Figure 1. Met1 routing (run 1).
Supply wires on this layer in gray.
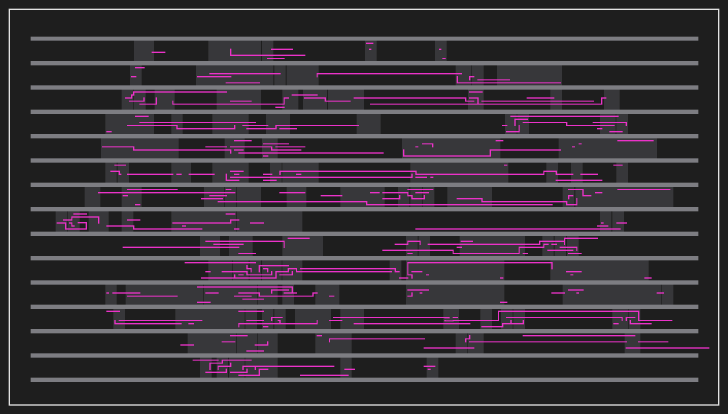
Figure 2. Track usage over the die (run 1).
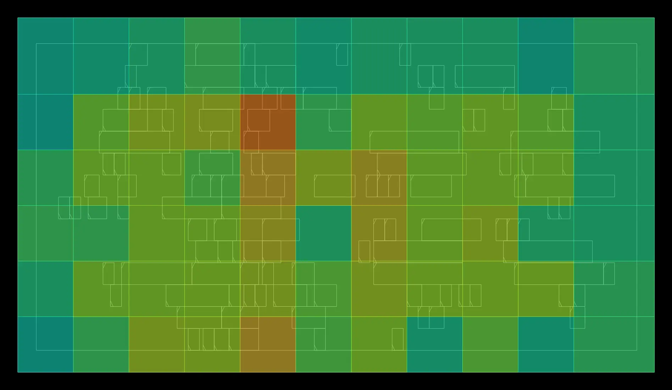
Figure 3. I/O nets highlighted (run 1).
Bar = 20 um.
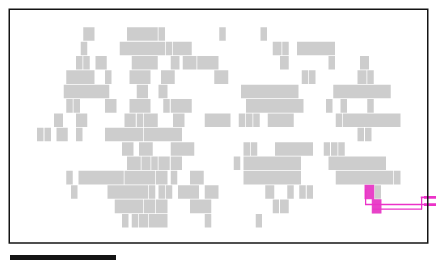
File: src/rtl/demux_memoria.sv
// demux_memoria: selector-routed two-lane FIFO demultiplexer with per-lane valid/ready drain.
// Define DEMUX_MEMORIA_BYPASS_EN to let a word pass straight through an empty lane whose consumer is ready.
module demux_memoria #(
    parameter int WIDTH = 2,
    parameter int DEPTH = 2
) (
    input  logic             clk,
    input  logic             reset_L,
    input  logic [WIDTH-1:0] data_in,
    input  logic             valid_in,
    input  logic             selector,
    output logic             ready_in,
    output logic [WIDTH-1:0] data_out0,
    output logic [WIDTH-1:0] data_out1,
    output logic             valid_out0,
    output logic             valid_out1,
    input  logic             ready_out0,
    input  logic             ready_out1
);
    localparam int AW = $clog2(DEPTH);
    localparam int CW = AW + 1;

    logic [WIDTH-1:0]            r_mem [2][DEPTH];
    logic [1:0][AW-1:0]          r_wr;
    logic [1:0][AW-1:0]          r_rd;
    logic [1:0][CW-1:0]          r_cnt;
    logic [1:0][CW-1:0]          w_cnt_nxt;
    logic [1:0][WIDTH-1:0]       w_dout;
    logic [1:0]                  w_rdy_out;
    logic [1:0]                  w_sel;
    logic [1:0]                  w_empty;
    logic [1:0]                  w_full;
    logic [1:0]                  w_byp;
    logic [1:0]                  w_push;
    logic [1:0]                  w_pop;
    logic [1:0]                  w_vout;

    assign w_rdy_out = {ready_out1, ready_out0};

    always_comb begin
        for (int x = 0; x < 2; x++) begin
            w_empty[x]   = r_cnt[x] == '0;
            w_full[x]    = r_cnt[x] == CW'(DEPTH);
            w_sel[x]     = valid_in && (selector == x[0]);
`ifdef DEMUX_MEMORIA_BYPASS_EN
            w_byp[x]     = w_sel[x] && w_empty[x] && w_rdy_out[x];
`else
            w_byp[x]     = 1'b0;
`endif
            // A full lane refuses pushes even when it pops this cycle.
            w_push[x]    = w_sel[x] && !w_full[x] && !w_byp[x];
            w_pop[x]     = !w_empty[x] && w_rdy_out[x];
            w_vout[x]    = !w_empty[x] || w_byp[x];
            w_dout[x]    = w_byp[x] ? data_in : (w_empty[x] ? '0 : r_mem[x][r_rd[x]]);
            w_cnt_nxt[x] = r_cnt[x] + CW'(w_push[x]) - CW'(w_pop[x]);
        end
    end

    assign ready_in   = selector ? !w_full[1] : !w_full[0];
    assign valid_out0 = w_vout[0];
    assign valid_out1 = w_vout[1];
    assign data_out0  = w_dout[0];
    assign data_out1  = w_dout[1];

    always_ff @(posedge clk) begin
        if (!reset_L) begin
            r_wr  <= '0;
            r_rd  <= '0;
            r_cnt <= '0;
            for (int x = 0; x < 2; x++)
                for (int i = 0; i < DEPTH; i++)
                    r_mem[x][i] <= '0;
        end else begin
            for (int x = 0; x < 2; x++) begin
                if (w_push[x]) begin
                    r_mem[x][r_wr[x]] <= data_in;
                    r_wr[x]           <= r_wr[x] + 1'b1;
                end
                if (w_pop[x])
                    r_rd[x] <= r_rd[x] + 1'b1;
                r_cnt[x] <= w_cnt_nxt[x];
            end
        end
    end
endmodule

File: config.mk
export PLATFORM = sky130hd
export DESIGN_NAME = demux_memoria
export DESIGN_NICKNAME = d
export VERILOG_FILES = /design/src/rtl/demux_memoria.sv
export SDC_FILE = /design/constraint.sdc
export NUM_CORES = 1
export LEC_CHECK = 0
export ABC_AREA = 1
export CAP_MARGIN = 25
export CELL_PAD_IN_SITES_DETAIL_PLACEMENT = 0
export CELL_PAD_IN_SITES_GLOBAL_PLACEMENT = 2
export CORE_AREA = 2 2 77 42
export DETAILED_ROUTE_END_ITERATION = 6
export DIE_AREA = 0 0 79 44
export DONT_BUFFER_PORTS = 1
export HOLD_SLACK_MARGIN = 0.15
export PLACE_DENSITY_LB_ADDON = 0.1
export SLEW_MARGIN = 25
export SYNTH_ARGS = -nofsm -noshare
export SYNTH_HDL_FRONTEND = slang
export SYNTH_SLANG_ARGS = --single-unit
File: constraint.sdc
create_clock -name clk -period 1.4 [get_ports clk]
set_input_delay 0.14 -clock clk [delete_from_list [all_inputs] [get_ports clk]]
set_output_delay 0.14 -clock clk [all_outputs]
set_load 0.005 [all_outputs]
==> run summary, run 1 <==
Run status: finished clean
Mean cell area of the mapped netlist: 7.92 um2
CP delay by family, top: simple AND/OR/NAND/NOR gates
Critical R2R Capture: r_cnt[3]
Smallest setup slack after layout: 0.0506 ns
Number of enable-type register cells in the synthesized netlist: 8
Number of well taps: 40
Gate Count Post-Synth: 107
Post-synthesis net count: 117
Post-synthesis share of cell area spent on and, or, nand and nor gates: 33.2%
Clock buffer count in the final layout: 3
Count of nets left with antenna violations after detail routing: 0
Floorplan row count: 14
Share of post-route cells with drive strength above 1: 36.1%
Proportion of netlist area held by the largest area contributor: 28.4%
Violation count after the first detailed-route iteration: 31
Ranking of synthesized cells by instance count: nand2_1 (25), inv_1 (17), nor2_1 (13), dfxtp_1 (8), edfxtp_1 (8)
Flop-to-flop setup slack: 0.05 ns
Non-Clock Buffer Area Fraction: 6.75%
Placement-stage cell area: 935 um2
Largest family of logic cells by area: simple AND/OR/NAND/NOR gates
Number of setup buffers added after CTS: 0
Clk buf depth: 2
Maximum ir drop on the vdd rail: 0.611 mV
Detailed-routed wire length on met3: 143 um
Sequential standard cell area: 413 um2
Worst min-delay path class: primary input to flip-flop
Repair and plain buffers: 9
Kind of end point of the critical path: flip-flop
Worst-path fanout max: 5
Number of search-and-repair iterations in the first detailed-routing pass: 4
Logic area: 425 um2
Clock Latency Late Sink: 0.25 ns
Share of the core filled by cells before placement: 29.9%
Synth Flop Type: edfxtp_1
Nature of the critical path startpoint: flip-flop
Placer Congestion: 0.663
Number of cells upsized or downsized after cts: 2
Tot Pwr: 0.00188 W
Capture point of the worst path: r_cnt[3]
Netlist area before placement: 847 um2
Data required time of the worst path: 1.58 ns
Number of clock buffers inserted by TritonCTS: 3
Tally of buffers added on design ports: 0
Total placed cells including tap cells: 152
Post-route core utilization: 37.9%
Final setup violation count: 0
Wire length of the first global-routing pass: 3060 um
Max FFs per register: 8
H-tree lvl count: 1
Pin count of the biggest net entering global routing: 15
Tightest Pin Transition: 0.572 ns
Yosys synthesis warning count: 0
Headroom to the max-slew limit: 61.9%
Worst slack on hold paths: 0.154 ns
Final min period: 1.35 ns
Inverter count: 18
Buffer type at the clock tree root: clkbuf_8
Arrival time reported for the critical path endpoint: 1.53 ns
Biggest register: r_mem
Area fraction of clock buffers and clock inverters: 4.19%
Number of global-route vias before repair: 666
DRC: 0
Crit path from: r_cnt[3]
Power density over the cells: 1750 nW/um2
Core outline area: 2840 um2
Routed length on met1: 998 um
Filler instances: 309
Count of buffering cells on the critical path with inverters included: 1
Share of the final layout cell area in multi-input gates: 39.6%
Cycle use final: 96.4%
Largest cell class by area: combinational gates
Critical setup path kind: flip-flop to flip-flop
Die outline area: 3480 um2
Clock Skew: 0.00110 ns
# Cells Yosys: 107
Number of standard cells in the layout, taps in and fillers out: 159
Ant. Diodes: 0
Largest registers: r_mem: 8 flops, r_cnt: 4 flops
Biggest area contributors in the synthesized netlist: edfxtp_1 (28%), dfxtp_1 (19%), nand2_1 (11%), inv_1 (7.5%), nor2_1 (5.8%)
Hold buffer count at CTS: 1
Number of distinct library cells after synthesis: 19
Number of cell instances on the worst register-to-register path: 10
Number of top-level design ports: 15
HPWL after detailed placement: 1370 um
F_max: 0.741 GHz
Chip area estimate from yosys synthesis: 847 um2
Cell with the largest stage delay on the worst path: dfxtp_4
Number of max-slew violations in the final report: 0
Levels on crit path: 10
About Figure 1:
nets with wire on the layer: 122
share of all routed wire: 56%
longest straight run: 25.8 um
main direction: horizontal
wire length on this layer: 999 um
sum of routed wire length over all layers: 1800 um
detailed-route via count: 672
M1 GR Usage: 17.5%

About Figure 2:
total global-route track usage: 12.3%
Routed WL per cell: 11.3 um
met2 Resource Use GR: 15.4%
layer carrying the most global-route usage: met1

About Figure 3:
| port | color | bits | direction | edge | end cells | buffers | wire |
|---|---|---|---|---|---|---|---|
| data_out0 | magenta | 2 | output | east | 2 | 0 | 26.3 um |

run 1: power breakdown:
part,internal [W],switching (W)
clock,0.000195,0.000162
combinational,0.000362,0.000424
sequential,0.000617,0.000119
run 1: layout by cell type, fill, tap and decap left out, drive strengths merged:
master and count:
a31oi 1, nand3 4, ha 2, buf 8, edfxtp 8, dfxtp 8
inv 17, nand2 31, nand4 2, dlymetal6s4s 1, a21oi 6, o21ai 2
xnor2 2, clkinv 2, nor2 20, clkbuf 3, nor3 2
run 1: worst min-delay path by stage:
stage                           from  depth (start not counted)          end
after floorplan              reset_L                          2      r_wr[0]
after global placement       reset_L                          2     r_cnt[2]
after detailed placement     reset_L                          2     r_cnt[2]
after CTS                 data_in[0]                          2  r_mem[1][0]
after global routing      data_in[1]                          2  r_mem[0][3]
final                     data_in[0]                          2  r_mem[1][2]
Figure 4. The metal 2 layer (run 1).
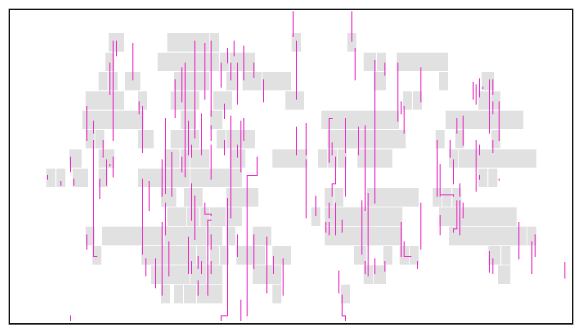

==> inputs of run 2 (changes only) <==
- CORE_AREA: 2 2 77 42 -> 8 8 83 48
- DIE_AREA: 0 0 79 44 -> 0 0 91 56
Figure 5. The metal 2 layer (run 2).
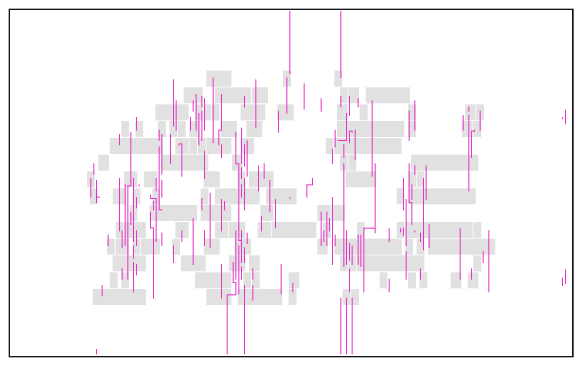
share of all routed wire: 37%
nets with wire on the layer: 105
longest straight run: 16.7 um
met2 Resource Use GR: 8.93%
detailed-route via count: 678

Figure 6. Met1 routing (run 2).
Supply wires on this layer in gray.
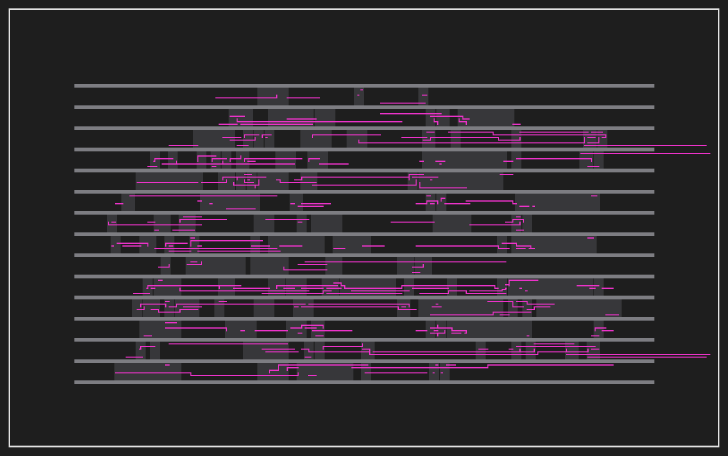
nets with wire on the layer: 125
wire length on this layer: 1060 um
share of all routed wire: 56%
main direction: horizontal
longest straight run: 29.0 um

==> run summary, run 2 <==
M1 GR Usage: 11.2% (-6.3 points)
DRC: 0 (unchanged)
Number of standard cells in the layout, taps in and fillers out: 159 (unchanged)
Layer carrying the most global-route usage: met1
Cell with the largest stage delay on the worst path: dfxtp_4
Total global-route track usage: 7.64% (-4.6 points)
Smallest setup slack after layout: 0.0754 ns (+0.0248 ns)
Biggest register: r_mem
Clk buf depth: 2 (unchanged)
Number of distinct library cells after synthesis: 19 (unchanged)
Cycle use final: 94.6% (-1.8 points)
Number of enable-type register cells in the synthesized netlist: 8 (unchanged)
Worst-path fanout max: 3 (-2)
Gate Count Post-Synth: 107 (unchanged)
Placement-stage cell area: 935 um2 (unchanged)
Part of the power in registers: 38.4% (-0.8 points)
Yosys synthesis warning count: 0 (unchanged)
Wire length of the first global-routing pass: 3050 um (-0.46%)
Critical setup path kind: flip-flop to flip-flop
Ranking of synthesized cells by instance count: nand2_1 (25), inv_1 (17), nor2_1 (13), dfxtp_1 (8), edfxtp_1 (8)
Sequential cell power: 0.000729 W (-1%)
Worst hold path startpoint: reset_L
Number of max-slew violations in the final report: 0 (unchanged)
Number of clock buffers inserted by TritonCTS: 3 (unchanged)
Number of top-level design ports: 15 (unchanged)
Mean cell area of the mapped netlist: 7.92 um2 (unchanged)
Share of post-route cells with drive strength above 1: 35.3% (-0.84 points)
Flop-to-flop setup slack: 0.08 ns (+0.02 ns)
Nature of the critical path startpoint: flip-flop
Number of global-route vias before repair: 629 (-5.6%)
Tally of buffers added on design ports: 0 (unchanged)
Violation count after the first detailed-route iteration: 17 (-45%)
Data required time of the worst path: 1.58 ns (about the same)
Ant. Diodes: 0 (unchanged)
Worst slack on hold paths: -0.0115 ns (-0.166 ns)
Clock Latency Late Sink: 0.25 ns (about the same)
Largest registers: r_mem: 8 flops, r_cnt: 4 flops
Total placed cells including tap cells: 152 (unchanged)
Count of buffering cells on the critical path with inverters included: 2 (+1)
Routed length on met1: 1060 um (+6.2%)
Run status: finished, violations left
Number of cells upsized or downsized after cts: 1 (-1)
Pin count of the biggest net entering global routing: 17 (+2)
Most numerous logic cell after layout: nand2_1
Placer Congestion: 0.685 (+3.3%)
Biggest area contributors in the synthesized netlist: edfxtp_1 (28%), dfxtp_1 (19%), nand2_1 (11%), inv_1 (7.5%), nor2_1 (5.8%)
Critical R2R Capture: r_cnt[1]
Kind of end point of the critical path: flip-flop
Max power group: combinational logic
Count of nets left with antenna violations after detail routing: 0 (unchanged)
Final setup violation count: 0 (unchanged)
Headroom to the max-slew limit: 84.7% (+23 points)
Switch Pwr: 0.000710 W (+0.65%)
Clock network power: 0.000350 W (-2%)
Power density over the cells: 1780 nW/um2 (+1.9%)
Failing checks: hold timing
HPWL after detailed placement: 1470 um (+7.1%)
Final min period: 1.32 ns (-0.0248 ns)
Power dissipated in combinational cells: 0.000818 W (+3.9%)
Die outline area: 5100 um2 (+47%)
Proportion of power drawn by combinational gates: 43.1% (+1.2 points)
Clock network fraction of total power: 18.4% (-0.6 points)
Arrival time reported for the critical path endpoint: 1.51 ns (-0.02 ns)
Int Pwr: 0.00119 W (+1.1%)
CP delay by family, top: simple AND/OR/NAND/NOR gates
Number of setup buffers added after CTS: 0 (unchanged)
Hold Vio Cnt, Final: 2
Routed WL per cell: 11.8 um (+4.6%)
Chip area estimate from yosys synthesis: 847 um2 (unchanged)
Maximum ir drop on the vdd rail: 0.543 mV (-11%)
Largest family of logic cells by area: simple AND/OR/NAND/NOR gates
Buffer type at the clock tree root: clkbuf_8
Hold worst-path end: r_cnt[2]
==> run 2: cell counts after synthesis <==
Identical to the previous run, type by type.
==> run 2: worst max path at each step <==
stage | cells after the start | from | to
detailed placement | 10 | r_cnt[2] | r_cnt[3]
global placement | 10 | r_cnt[0] | r_cnt[1]
CTS | 10 | r_cnt[0] | r_cnt[1]
global route | 11 | r_cnt[0] | r_cnt[1]
floorplan | 10 | r_cnt[3] | r_cnt[3]
finish | 11 | r_cnt[0] | r_cnt[1]
==> run 2: final cells by class <==
| cell class | count | area [um2] |
|---|---|---|
| timing repair buffer | 9 | 67.6 |
| clock buffer | 3 | 41.3 |
| sequential | 16 | 410 |
| inverter | 18 | 68.8 |
| tap | 40 | 50.0 |
| fill | 314 | 1770 |
| clock inverter | 1 | 3.75 |
| multi-input combinational | 72 | 423 |
Power and IR drop assume default switching activity.
